## config.mk

```make
export PLATFORM = sky130hd
export DESIGN_NAME = pri_enc_drain
export DESIGN_NICKNAME = d
export VERILOG_FILES = /design/src/rtl/pri_enc_drain_pkg.sv /design/src/rtl/pri_enc_drain_sel.sv /design/src/rtl/pri_enc_drain.sv
export SDC_FILE = /design/constraint.sdc
export NUM_CORES = 1
export LEC_CHECK = 0
export ABC_AREA = 0
export CAP_MARGIN = 15
export CORE_AREA = 3 3 40 42
export DETAILED_ROUTE_END_ITERATION = 16
export DIE_AREA = 0 0 43 45
export DONT_BUFFER_PORTS = 1
export GPL_TIMING_DRIVEN = 0
export SLEW_MARGIN = 40
export SYNTH_ARGS = -nofsm -noshare
export SYNTH_HDL_FRONTEND = slang
export SYNTH_SLANG_ARGS = --single-unit
```

## constraint.sdc

```tcl
create_clock -name clk -period 5.02 [get_ports clk]
set_input_delay 0.753 -clock clk [delete_from_list [all_inputs] [get_ports clk]]
set_output_delay 0.753 -clock clk [all_outputs]
set_load 0.01 [all_outputs]
```

## src/rtl/pri_enc_drain_pkg.sv

```systemverilog
// Shared types and helpers for the request-drain priority encoder.
package pri_enc_pkg;

   typedef enum logic {
      IDLE  = 1'b0,
      DRAIN = 1'b1
   } pri_drain_state_e;

   // Index width that never collapses to zero bits for tiny vectors.
   function automatic int unsigned idx_width(input int unsigned n);
      return (n <= 2) ? 1 : $clog2(n);
   endfunction

endpackage

```

## src/rtl/pri_enc_drain_sel.sv

```systemverilog
// Combinational priority select: winning index, its one-hot mask,
// and whether any / exactly one request bit is set.
module pri_sel
   import pri_enc_pkg::*;
#(
   parameter int unsigned N         = 8,
   parameter bit          MSB_FIRST = 1'b1,
   localparam int unsigned IDX_W    = idx_width(N)
) (
   input  logic [N-1:0]     rem,
   output logic [IDX_W-1:0] idx,
   output logic [N-1:0]     mask,
   output logic             any,
   output logic             single
);

   // Last match in scan order wins, so scan toward the priority end.
   always_comb begin
      idx = '0;
      if (MSB_FIRST) begin
         for (int i = 0; i < int'(N); i++)
            if (rem[i]) idx = IDX_W'(i);
      end else begin
         for (int i = int'(N) - 1; i >= 0; i--)
            if (rem[i]) idx = IDX_W'(i);
      end
      any    = |rem;
      mask   = any ? (N'(1) << idx) : '0;
      single = any & ~(|(rem & (rem - N'(1))));
   end

endmodule

```

## src/rtl/pri_enc_drain.sv

```systemverilog
// Registered priority encoder: captures a request vector and drains the
// index of every set bit, one per accepted beat, in priority order.
// Optional macro PRI_ENC_DRAIN_COUNT_EN adds out_cnt (remaining popcount).
module pri_enc_drain
   import pri_enc_pkg::*;
#(
   parameter int unsigned N         = 8,
   parameter bit          MSB_FIRST = 1'b1,
   localparam int unsigned IDX_W    = idx_width(N)
) (
   input  logic             clk,
   input  logic             rst,
   input  logic             in_valid,
   output logic             in_ready,
   input  logic [N-1:0]     in_vec,
   output logic             out_valid,
   input  logic             out_ready,
   output logic [IDX_W-1:0] out_idx,
   output logic             out_none,
   output logic             out_last,
   output logic             busy
`ifdef PRI_ENC_DRAIN_COUNT_EN
   ,
   output logic [IDX_W:0]   out_cnt
`endif
);

   pri_drain_state_e state, state_nxt;
   logic [N-1:0]     rem;
   logic             zflag;

   logic [IDX_W-1:0] sel_idx;
   logic [N-1:0]     sel_mask;
   logic             sel_any;
   logic             sel_single;
   logic             last_c;
   logic             accept;
   logic             fire;

   pri_sel #(
      .N         (N),
      .MSB_FIRST (MSB_FIRST)
   ) u_sel (
      .rem    (rem),
      .idx    (sel_idx),
      .mask   (sel_mask),
      .any    (sel_any),
      .single (sel_single)
   );

   // Final beat: zero vector, one bit left, or (defensively) nothing left.
   assign last_c = zflag | sel_single | ~sel_any;
   assign accept = (state == IDLE) & in_valid;
   assign fire   = (state == DRAIN) & out_ready;

   // State register.
   always_ff @(posedge clk or posedge rst) begin
      if (rst) state <= IDLE;
      else     state <= state_nxt;
   end

   // Next-state: capture in IDLE, return after the last accepted beat.
   always_comb begin
      state_nxt = state;
      case (state)
         IDLE:    if (in_valid) state_nxt = DRAIN;
         DRAIN:   if (out_ready && last_c) state_nxt = IDLE;
         default: state_nxt = IDLE;
      endcase
   end

   // Outputs decoded from registered state, rem and zflag only.
   always_comb begin
      in_ready  = 1'b0;
      out_valid = 1'b0;
      out_idx   = '0;
      out_none  = 1'b0;
      out_last  = 1'b0;
      busy      = 1'b0;
      case (state)
         IDLE: in_ready = 1'b1;
         DRAIN: begin
            out_valid = 1'b1;
            busy      = 1'b1;
            out_idx   = sel_idx;
            out_none  = zflag;
            out_last  = last_c;
         end
         default: in_ready = 1'b1;
      endcase
   end

   // Remaining-bit vector and zero-vector flag.
   always_ff @(posedge clk or posedge rst) begin
      if (rst) begin
         rem   <= '0;
         zflag <= 1'b0;
      end else if (accept) begin
         rem   <= in_vec;
         zflag <= (in_vec == '0);
      end else if (fire) begin
         rem <= rem & ~sel_mask;
         if (last_c) zflag <= 1'b0;
      end
   end

`ifdef PRI_ENC_DRAIN_COUNT_EN
   localparam int unsigned CNT_W = IDX_W + 1;

   // Remaining request count while draining.
   always_comb begin
      out_cnt = '0;
      if (state == DRAIN)
         for (int i = 0; i < int'(N); i++)
            out_cnt = out_cnt + CNT_W'(rem[i]);
   end
`endif

endmodule

```

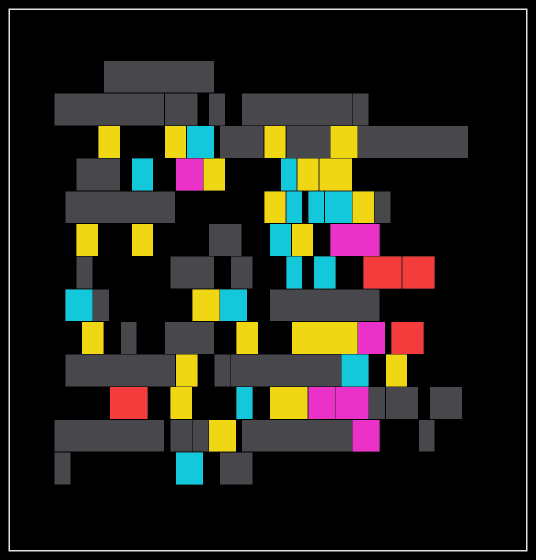
(images/logic_types.png)
[red] AND-OR and OR-AND gates | cells: 4 | most used: o21a_1
[cyan] NOR gates | cells: 14 | most used: nor2_1
[yellow] inverting AOI/OAI gates | cells: 21
[magenta] AND and OR gates | cells: 6 | most used: or3_1
logic share of the area: 51.56%
most numerous logic cell after layout: dfrtp_1
fin cells: 93

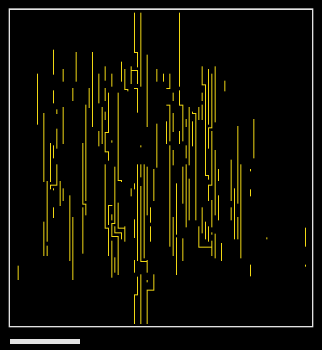
(images/layer_met2.png)
Bar = 10 um.
longest straight run: 15.1 um
nets with wire on the layer: 75
wire length on this layer: 637 um
main direction: vertical
Via Count: 592
grt met2 use: 26.65%
total detailed-routing wirelength: 1481 um

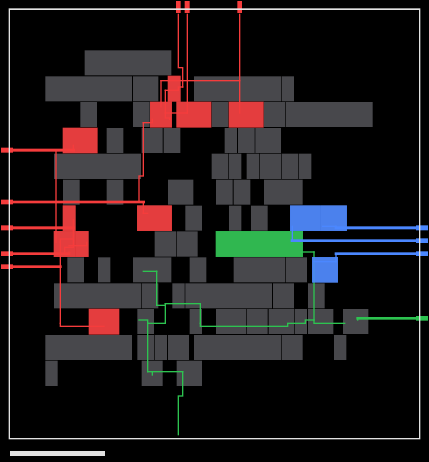
(images/io_fan.png)
Bar = 10 um.
[red] in_vec | bits: 8 | direction: input | edge: 5 west, 3 north | end cells: 10 | buffers: 0 | wire: 129 um
[blue] out_idx | bits: 3 | direction: output | edge: east | end cells: 3 | buffers: 0 | wire: 36.4 um
[green] out_valid | bits: 1 | direction: output | edge: east | end cells: 1 | buffers: 1 | wire: 64.4 um
I/O Pins: 20
Port Buffer Count: 0

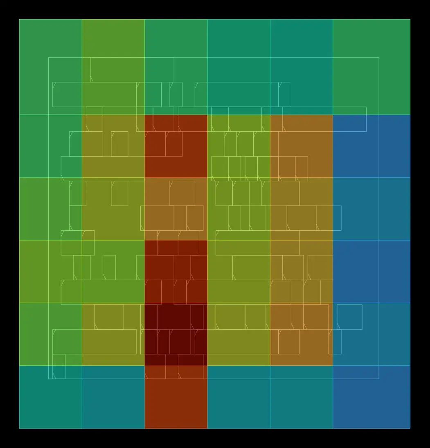
(images/congestion.png)
routed length per instance: 15.92 um
Core Util, Final: 53.07%
global-route met3 utilization: 5.976%

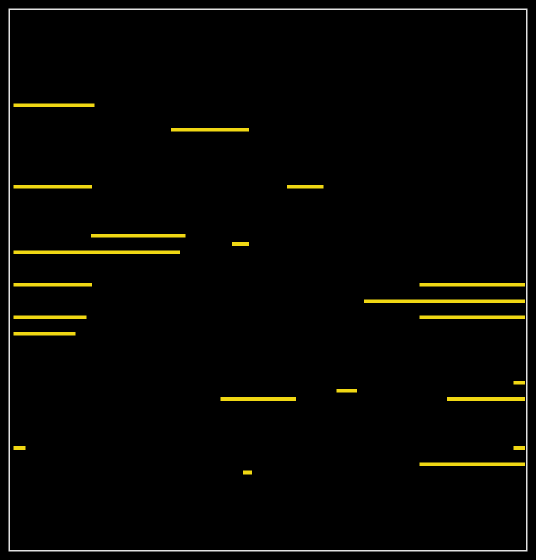
(images/layer_met3.png)
main direction: horizontal
share of all routed wire: 7.8%

==> impl_metrics.env <==
# implementation run metrics
export IMPL_reg_largest_list="rem (8), state (1), zflag (1)"
export IMPL_top_layer="met4"
export IMPL_ys_area_um2=640.6
export IMPL_slew_headroom_pct=73.24
export IMPL_leakagePower_uw=0.0002864
export IMPL_grt_util_met1_pct=22.33
export IMPL_synth_cells_yosys=75
export IMPL_cts_sinks=10
export IMPL_p_sw_uw=210.6
export IMPL_cts_max_path_buffers=2
export IMPL_grtUsageTotal_pct=18.08
export IMPL_power_frac_seq_pct=36.8
export IMPL_antenna_found_initial=0
export IMPL_path_depth=4
export IMPL_grt_pass1_wl_um=2546
export IMPL_status="finished, final reports clean"
export IMPL_top_register="rem"
export IMPL_final_layout_size_suffix_gt1_share_pct=10.26
export IMPL_numCtsBuffers=3
export IMPL_edf_count=0
export IMPL_startpoint="rem[1]"
export IMPL_fp_row_count=13
export IMPL_cts_tree="yes"
export IMPL_ant_nets=0
export IMPL_avgViaCountPerCell=6.366
export IMPL_ys_top_cells_by_area="dfrtp_1 (39%), mux2i_1 (6.3%), a21oi_1 (3.9%), o21ai_0 (3.9%), o21ai_1 (3.9%)"
[layout make-up]
| cell class | instances | area share [%] |
|---|---|---|
| Multi-Input combinational cell | 57 | 51.56 |
| Sequential cell | 10 | 36.70 |
| Buffer | 4 | 3.486 |
| Clock buffer | 3 | 3.303 |
| Tap cell | 15 | 2.752 |
| Inverter | 4 | 2.202 |
[power by group through the flow]
stage,logic (uW),clock network [uW],registers (uW)
after floorplan,197,0,150
after global placement,226,0,164
after detailed placement,227,0,165
after CTS,230,56.3,163
after global routing,258,61.6,172
final,229,55.8,166
[cells by family after synthesis]
| kind of cell | count (synthesis) | synth area share [%] |
|---|---|---|
| flops | 10 | 39.06 |
| buf+inv | 8 | 6.052 |
| mux | 4 | 6.250 |
| simple gates | 28 | 24.02 |
| compound gates | 25 | 24.61 |
